Run 1, sequential cells coloured by netlist name:
Scale bar: 20 um. Other sequential cells in the stronger grey, the rest of the logic in the fainter grey.
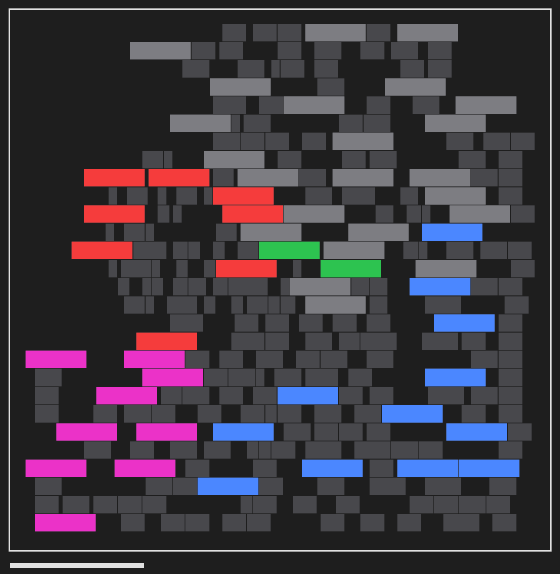
Run 1, routed clock nets over the placement:
Scale bar: 20 um.
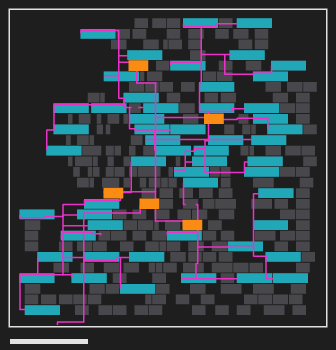
Run 1, cell outlines without signal wires:
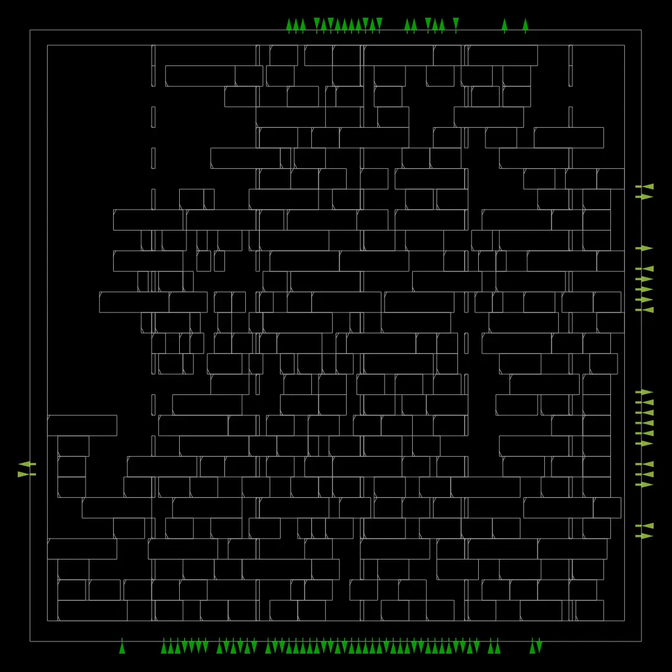
--- src/rtl/vram_pkg.sv ---
// Shared types and default sizes for the VRAM arbiter slice.
package vram_pkg;

  // Default geometry: 4K words of 3-bit R/G/B.
  localparam int unsigned DEF_ADDR_W     = 12;
  localparam int unsigned DEF_DATA_W     = 9;
  localparam int unsigned DEF_RD_LAT     = 2;
  localparam int unsigned DEF_STARVE_MAX = 8;

  // Which port owns the read data coming back from the RAM.
  typedef enum logic [1:0] {
    OWN_NONE = 2'd0,
    OWN_VGA  = 2'd1,
    OWN_CPU  = 2'd2
  } owner_t;

endpackage

--- src/rtl/vram_tag_pipe.sv ---
// Delay line carrying the read owner alongside the RAM read latency.
module vram_tag_pipe
  import vram_pkg::*;
#(
  parameter int unsigned DEPTH = DEF_RD_LAT
) (
  input  logic   clock,
  input  logic   reset,
  input  owner_t tag_in,
  output owner_t tag_out
);

  owner_t stage_q [DEPTH];

  // Shift one tag per cycle; reset drops every in-flight read.
  always_ff @(posedge clock or posedge reset) begin
    if (reset) begin
      for (int i = 0; i < DEPTH; i++) begin
        stage_q[i] <= OWN_NONE;
      end
    end else begin
      stage_q[0] <= tag_in;
      for (int i = 1; i < DEPTH; i++) begin
        stage_q[i] <= stage_q[i-1];
      end
    end
  end

  assign tag_out = stage_q[DEPTH-1];

endmodule

--- src/rtl/vram_arbiter.sv ---
// Single-port VRAM arbiter: VGA has priority, CPU wins after STARVE_MAX waits.
module vram_arbiter
  import vram_pkg::*;
#(
  parameter int unsigned ADDR_W     = DEF_ADDR_W,
  parameter int unsigned DATA_W     = DEF_DATA_W,
  parameter int unsigned RD_LAT     = DEF_RD_LAT,
  parameter int unsigned STARVE_MAX = DEF_STARVE_MAX
) (
  input  logic              clock,
  input  logic              reset,
  input  logic              vga_req,
  input  logic [ADDR_W-1:0] vga_addr,
  output logic              vga_ack,
  output logic              vga_rvalid,
  output logic [DATA_W-1:0] vga_rdata,
  input  logic              cpu_req,
  input  logic              cpu_we,
  input  logic [ADDR_W-1:0] cpu_addr,
  input  logic [DATA_W-1:0] cpu_wdata,
  output logic              cpu_ack,
  output logic              cpu_rvalid,
  output logic [DATA_W-1:0] cpu_rdata,
  output logic [ADDR_W-1:0] ram_address,
  output logic              ram_wren,
  output logic [DATA_W-1:0] ram_data,
  input  logic [DATA_W-1:0] ram_q
);

  localparam logic [7:0] STARVE_LIM = 8'(STARVE_MAX);

  logic [7:0]        starve_cnt;
  logic [7:0]        starve_next;
  owner_t            issue_tag;
  owner_t            issue_tag_next;
  owner_t            ret_tag;
  logic [DATA_W-1:0] vga_rdata_hold;
  logic [DATA_W-1:0] cpu_rdata_hold;

  // Grant decision: CPU only when VGA is idle or the CPU has starved long enough.
  always_comb begin
    vga_ack        = 1'b0;
    cpu_ack        = 1'b0;
    issue_tag_next = OWN_NONE;
    if (!reset) begin
      if (cpu_req && (!vga_req || starve_cnt == STARVE_LIM)) begin
        cpu_ack = 1'b1;
      end else if (vga_req) begin
        vga_ack = 1'b1;
      end
    end
    if (vga_ack) begin
      issue_tag_next = OWN_VGA;
    end else if (cpu_ack && !cpu_we) begin
      issue_tag_next = OWN_CPU;
    end
  end

  // Starvation counter: counts denied CPU cycles, saturating at the limit.
  always_comb begin
    starve_next = starve_cnt;
    if (!cpu_req || cpu_ack) begin
      starve_next = '0;
    end else if (starve_cnt != STARVE_LIM) begin
      starve_next = starve_cnt + 8'd1;
    end
  end

  // Register the granted request onto the RAM port; idle keeps the address.
  always_ff @(posedge clock or posedge reset) begin
    if (reset) begin
      starve_cnt  <= '0;
      issue_tag   <= OWN_NONE;
      ram_address <= '0;
      ram_wren    <= 1'b0;
      ram_data    <= '0;
    end else begin
      starve_cnt <= starve_next;
      issue_tag  <= issue_tag_next;
      ram_wren   <= 1'b0;
      if (cpu_ack) begin
        ram_address <= cpu_addr;
        ram_wren    <= cpu_we;
        ram_data    <= cpu_wdata;
      end else if (vga_ack) begin
        ram_address <= vga_addr;
      end
    end
  end

  // Tag issued with ram_address emerges exactly when ram_q holds its data.
  vram_tag_pipe #(
    .DEPTH (RD_LAT)
  ) u_tag_pipe (
    .clock   (clock),
    .reset   (reset),
    .tag_in  (issue_tag),
    .tag_out (ret_tag)
  );

  // Keep the last delivered word per port for cycles without rvalid.
  always_ff @(posedge clock or posedge reset) begin
    if (reset) begin
      vga_rdata_hold <= '0;
      cpu_rdata_hold <= '0;
    end else begin
      if (vga_rvalid) vga_rdata_hold <= ram_q;
      if (cpu_rvalid) cpu_rdata_hold <= ram_q;
    end
  end

  // Route returning data to its owner in the same cycle ram_q is valid.
  always_comb begin
    vga_rvalid = (ret_tag == OWN_VGA);
    cpu_rvalid = (ret_tag == OWN_CPU);
    vga_rdata  = vga_rvalid ? ram_q : vga_rdata_hold;
    cpu_rdata  = cpu_rvalid ? ram_q : cpu_rdata_hold;
  end

endmodule
--- config.mk ---
export PLATFORM = sky130hd
export DESIGN_NAME = vram_arbiter
export DESIGN_NICKNAME = d
export VERILOG_FILES = /design/src/rtl/vram_pkg.sv /design/src/rtl/vram_tag_pipe.sv /design/src/rtl/vram_arbiter.sv
export SDC_FILE = /design/constraint.sdc
export NUM_CORES = 1
export LEC_CHECK = 0
export CORE_MARGIN = 2
export CORE_UTILIZATION = 39
export DETAILED_ROUTE_END_ITERATION = 7
export GPL_TIMING_DRIVEN = 0
export PLACE_DENSITY = 0.72
export SLEW_MARGIN = 0
export SYNTH_ARGS = -nofsm -noshare
export SYNTH_HDL_FRONTEND = slang
export SYNTH_HIERARCHICAL = 1
export SYNTH_SLANG_ARGS = --single-unit
--- constraint.sdc ---
create_clock -name clock -period 4.07 [get_ports clock]
set_input_delay 1.221 -clock clock [delete_from_list [all_inputs] [get_ports clock]]
set_output_delay 1.221 -clock clock [all_outputs]
set_load 0.005 [all_outputs]
==> summary.txt, run 1 <==
run metrics: clock network area share 0.02849, vias per cell between 4 and 5, grt ovf 0, Fin Setup TNS 0 ns, Final Hold Fails 0, Top Consumer registers, # diodes 0, Final ANT Viol Nets 0, Critical Path Stages 4, vias in the first global route ~1600, DP Area about 0.0033 sq mm, worst hold slack ~0.36 ns, FP Core Util 0.3965, Cell Count, Final, Fillers Out roughly 340, Setup violations, final 0, EDFF count, synth 0, Critical Path End vga_ack, Setup Buffers After CTS 1, FF-to-FF End ram_data[5], switch share 0.2503, Simple Share, Synth 0.07216, post-route clock period utilization 0.9791, FF-to-FF Start starve_cnt[0], ys flop type dfrtp_1, non-clk buf share 0.2794, Max Freq ~0.25 GHz, critical path's slowest cell clkdlybuf4s50_1, Seq share, synth 0.5860, yosys cell count ~160, Layout area overhead 48.56%, CTS Sinks ~54, distinct lib cells 31, DR pass1 iterations 4, Leak ~1.5 nW, Pwr Total about 1.3 mW, H-Tree Depth 2, Die Y-Extent 80.90 um, Largest cells by area dfrtp_1 (59%), mux2_2 (19%), mux2_4 (5.9%), status finished clean, largest net degree at the start of global routing 27, Largest cell class sequential cells, Flop pwr share 0.481, OpenROAD warning count 27, ys flops roughly 54, I/O Pins around 91, Cell Int Power 1.002 mW, RSZ-0062 raised after global routing false, power per cell area 390.2 mW/mm^2, via count 1560, hold crit path type flip-flop to flip-flop, hold_sp u_tag_pipe/stage_q[2], Syn Inst Count between 150 and 200, mapped cell area roughly 0.0023 sq mm, Placer Congestion between 0.7 and 0.8, Design Area, Final ~0.0034 sq mm, maximum fanout along the worst path 13, crit-path cells clkdlybuf4s50_1, nand2_4, a21oi_1, clkdlybuf4s50_1, Register Area ~0.0014 sq mm, hpwl dp between 3 and 4 mm, Final nets a little over 300, Worst Path Buf+Inv 2, Slew HR 0.5984, root buf cell clkbuf_8, Critical Path AT roughly 2.8 ns, Crit. End Element output port, Net Switching 334.5 uW, Top logic family multiplexers, R2R depth 8, All-Layer GR Usage 0.1630, total wire length approximately 5 mm, Crit path top cell by count clkdlybuf4s50_1, Yosys Chip Area ~0.0023 sq mm, most used logic cell in the final layout clkdlybuf4s50_1, Comb/total area 0.2589, logic gate share of total power 0.279, port bufs about 90, Num CTS Buffers 5, Required @ worst endpoint between 2 and 3 ns, worst reg-to-reg setup slack 1.93 ns, Seq group approximately 640 uW, Final min period about 4.0 ns, maximum root-to-sink buffer count 2, Inverters excl. clock 8, Comb gate area about 900 sq um, dpl cells 327, hold buffers post-CTS 0, Synth Area in XOR/XNOR 0.02279, maximum vdd drop around 0.16 mV, Post-synth ARST share 1.000, Synth Net Count ~210, worst hold path stage count 0, Commonest cells post-synth dfrtp_1 (54), mux2_2 (38), mux2_4 (9), nor2_1 (9), number of logic gates 94, routed len/inst between 10 and 15 um, dominant logic cell types in the final layout clkdlybuf4s50_1 (89), dfrtp_1 (54), mux2_2 (38), nor2_1 (9), mux2_4 (9), Crit Path Class primary input to output port, Worst-path clk slew ~0.11 ns, first-pass GRT wire length between 8 and 9 mm, Buffers excl. clock between 90 and 100, TritonCTS clock tree yes, Top cell area share 0.5860, Detailed Route Iter0 Violations around 63, Compound-Gate Fraction of Synth Area 0.02225, synth warn 6, pre-CTS setup slack -1.658 ns, syn_area_per_cell 14.23 sq um, Mux area share 0.2528, max cap viols 0, Well Taps 75, Largest stage delay, worst path just under 0.6 ns, critical path startpoint category primary input, Combinational Power 373 uW, fin worst setup slack 0.08493 ns, Worst Hold End u_tag_pipe/tag_out[0], layout cells sized above 1 0.2786, post-CTS sizing 4, slew of the pin with the lowest slew margin ~0.6 ns, yosys adder share 0.01085, Die Span X 80.90 um, DRC 0, delay-heaviest family, CP buffers and inverters, antenna violations before repair 0, final slew viol count 0, cell taking the most area after synthesis dfrtp_1, clock buf count 5, top-count cell post-synth dfrtp_1, Die ar. between 0.006 and 0.007 sq mm, num rows 28
About 'sequential cells coloured by netlist name':
| colour | signal | flops |
|---|---|---|
| blue | ram_address | 12 |
| green | u_tag_pipe/stage_q | 2 |
| red | starve_cnt | 8 |
| magenta | ram_data | 9 |
not coloured: 23
flop share of the area: 0.3944
final design utilization: 0.5891

About 'routed clock nets over the placement':
[cyan] flip-flops | count: 54
[magenta] clock wires | length: 639 um
[orange] clock drivers | count: 5
routed clock nets: 6
flops lie: widely spread
Worst-Skew Late Latency: 0.32 ns
clock group share of total power: 0.239
final worst clock skew: 0.01184 ns
Clock Power: 320 uW

About 'cell outlines without signal wires':
CORE AREA: 0.005816 sq mm
fillcell total: 499
Seq cells: 54

run 1: state kept, by name, summed over array words and instances (netlist names):
name	cells
ram_data	9
ram_address	12
starve_cnt	8
cpu_rdata_hold	9
u_tag_pipe/stage_q	2
u_tag_pipe/tag_out	2
ram_wren	1
issue_tag	2
vga_rdata_hold	9
run 1: metal layers:
layer  up-vias  wire [um]  global-route usage
met5         -          0                   0
met3        13        177             0.03444
met2        36       2583              0.2835
li1        751          -                   -
met1       760       2075              0.1940
met4         0        145             0.07119
run 1: worst register-to-register path, cell delays in order, from the launching register on:
cell     delay [ns]
dfrtp_1        0.44
inv_1          0.07
ha_1           0.13
or4b_4         0.49
o21ai_4        0.25
nand2_4        0.09
inv_2          0.09
buf_6          0.15
mux2_2         0.34
## Run 2: what changed since run 1
--- a/config.mk
+++ b/config.mk
@@ -9,7 +9,7 @@
 export CORE_UTILIZATION = 39
 export DETAILED_ROUTE_END_ITERATION = 7
 export GPL_TIMING_DRIVEN = 0
-export PLACE_DENSITY = 0.72
+export PLACE_DENSITY = 0.76
 export SLEW_MARGIN = 0
 export SYNTH_ARGS = -nofsm -noshare
 export SYNTH_HDL_FRONTEND = slang
==> summary.txt, run 2 <==
run metrics: antenna violations before repair 0, cell taking the most area after synthesis dfrtp_1, Top cell area share 0.5860, maximum root-to-sink buffer count 2, Post-synth ARST share 1.000, Seq share, synth 0.5860, routed len/inst roughly 14 um, Detailed Route Iter0 Violations 29, Final nets between 300 and 400, yosys cell count ~160, Crit path top cell by count clkdlybuf4s50_1, Design Area, Final ~0.0034 sq mm, port bufs ~90, FP Core Util 0.3965, fin worst setup slack 0.08870 ns, via count between 1500 and 2000, worst hold slack ~0.36 ns, mapped cell area ~0.0023 sq mm, busiest grt layer met2, Worst-path clk slew ~0.10 ns, OpenROAD warning count 27, met2 usage 0.2628, post-route clock period utilization 0.9782, Largest cells by area dfrtp_1 (59%), mux2_2 (19%), mux2_4 (5.9%), syn_area_per_cell between 10 and 15 sq um, hold buffers post-CTS 0, RSZ-0062 raised after global routing false, Final min period 3.981 ns, Final Hold Fails 0, maximum vdd drop ~0.17 mV, vias per cell roughly 4.7, maximum fanout along the worst path 10, flop share of the area 0.3947, clock buf count 6, Worst-Skew Late Latency roughly 0.31 ns, hold_sp issue_tag[0], synth warn 6, total wire length between 4 and 5 mm, Final ANT Viol Nets 0, Yosys Chip Area ~0.0023 sq mm, hpwl dp between 3 and 4 mm, status finished clean, Seq cells around 54, DP Area roughly 0.0033 sq mm, DR WL met3 385 um, Critical Path Stages 6, ys flops 54, EDFF count, synth 0, critical path's slowest cell clkdlybuf4s50_1, met2 wire length approximately 2.3 mm, max reg flops 12, Crit Path Class primary input to output port, Setup Buffers After CTS 1, FF-to-FF End ram_data[1], Largest stage delay, worst path 0.50 ns, Comb gate area 887.1 sq um, DRC 0, Max Freq ~0.25 GHz, met1 usage 0.1960, Required @ worst endpoint ~2.9 ns, critical path startpoint category primary input, Synth Net Count 211, first-pass GRT wire length 7.762 mm, num rows 28, Critical Path End cpu_ack, Largest cell class sequential cells, FF-to-FF Start starve_cnt[0], uppermost layer routed met4, final slew viol count 0, All-Layer GR Usage 0.1561, Leak 1.483 nW, vias in the first global route approximately 1600, non-clk buf share 0.2796, CORE AREA a little under 0.006 sq mm, crit-path cells clkdlybuf4s50_1, and2b_2, nand2_4, inv_2, buf_6, clkdlybuf4s50_1, # diodes 0, delay-heaviest family, CP buffers and inverters, worst hold path stage count 0, Comb/total area 0.2591, Die Span X about 81 um, layout cells sized above 1 0.2786, Well Taps 75, final worst clock skew roughly 0.0090 ns, Syn Inst Count ~160, top-count cell post-synth dfrtp_1, Worst Hold End u_tag_pipe/stage_q[2], R2R depth 8, Slew HR 0.5955, CTS Sinks 54, Worst Path Buf+Inv 4, M1 WL 2.062 mm, root buf cell clkbuf_8, Cell Count, Final, Fillers Out ~340, Pwr Total 1.323 mW, Placer Congestion roughly 0.79, largest net degree at the start of global routing 27, DR pass1 iterations 4, distinct lib cells 31, Commonest cells post-synth dfrtp_1 (54), mux2_2 (38), mux2_4 (9), nor2_1 (9), grt ovf 0, Critical Path AT approximately 2.8 ns, max cap viols 0, Setup violations, final 0, H-Tree Depth 2, Num CTS Buffers 5, I/O Pins a little over 90, power per cell area between 300 and 400 mW/mm^2, hold crit path type flip-flop to flip-flop, register with the most flip-flops ram_address, post-CTS sizing 4, Inverters excl. clock 8, TritonCTS clock tree yes, Die ar. between 0.006 and 0.007 sq mm, clock network area share 0.02778, Fin Setup TNS 0 ns
==> run 2: cell counts after synthesis <==
Identical to the previous run, type by type.
==> run 2: logic make-up after synthesis <==
| logic type | Yosys count | share of synthesized area |
|---|---|---|
| XOR/XNOR | 6 | 0.02279 |
| AND-OR/OR-AND | 7 | 0.02225 |
| AND/OR/NAND/NOR | 30 | 0.07217 |
| multiplexers | 49 | 0.2528 |
| flip-flops | 54 | 0.5860 |
| buffers and inverters | 14 | 0.03309 |
| adder cells (fa/ha/maj) | 2 | 0.01085 |
==> run 2: power breakdown <==
group | internal [mW] | switching [mW]
Clock | 0.137 | 0.171
Sequential | 0.616 | 0.0289
Combinational | 0.259 | 0.112
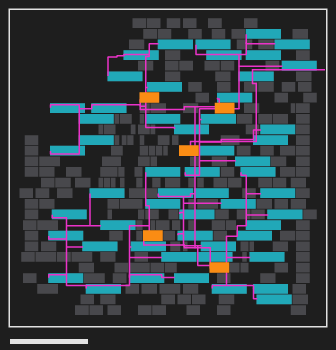
Run 2: routed clock nets over the placement
Scale bar: 20 um.
[orange] clock drivers | count: 5
[cyan] flip-flops | count: 54
[magenta] clock wires | length: 608 um
routed clock nets: 6

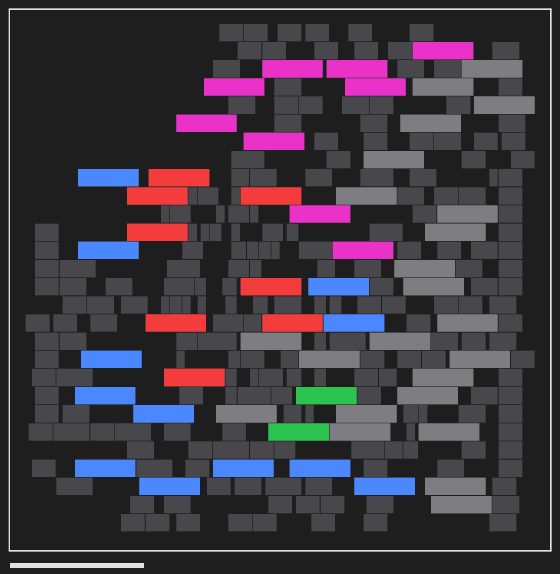
Run 2: sequential cells coloured by netlist name
Scale bar: 20 um. Other sequential cells in the stronger grey, the rest of the logic in the fainter grey.
| colour | signal | flops |
|---|---|---|
| red | starve_cnt | 8 |
| magenta | ram_data | 9 |
| green | u_tag_pipe/stage_q | 2 |
| blue | ram_address | 12 |
not coloured: 23
Register Area: 0.001351 sq mm
Seq group: 644 uW

Power figures rest on the tool's default switching activity, not on a simulated workload.
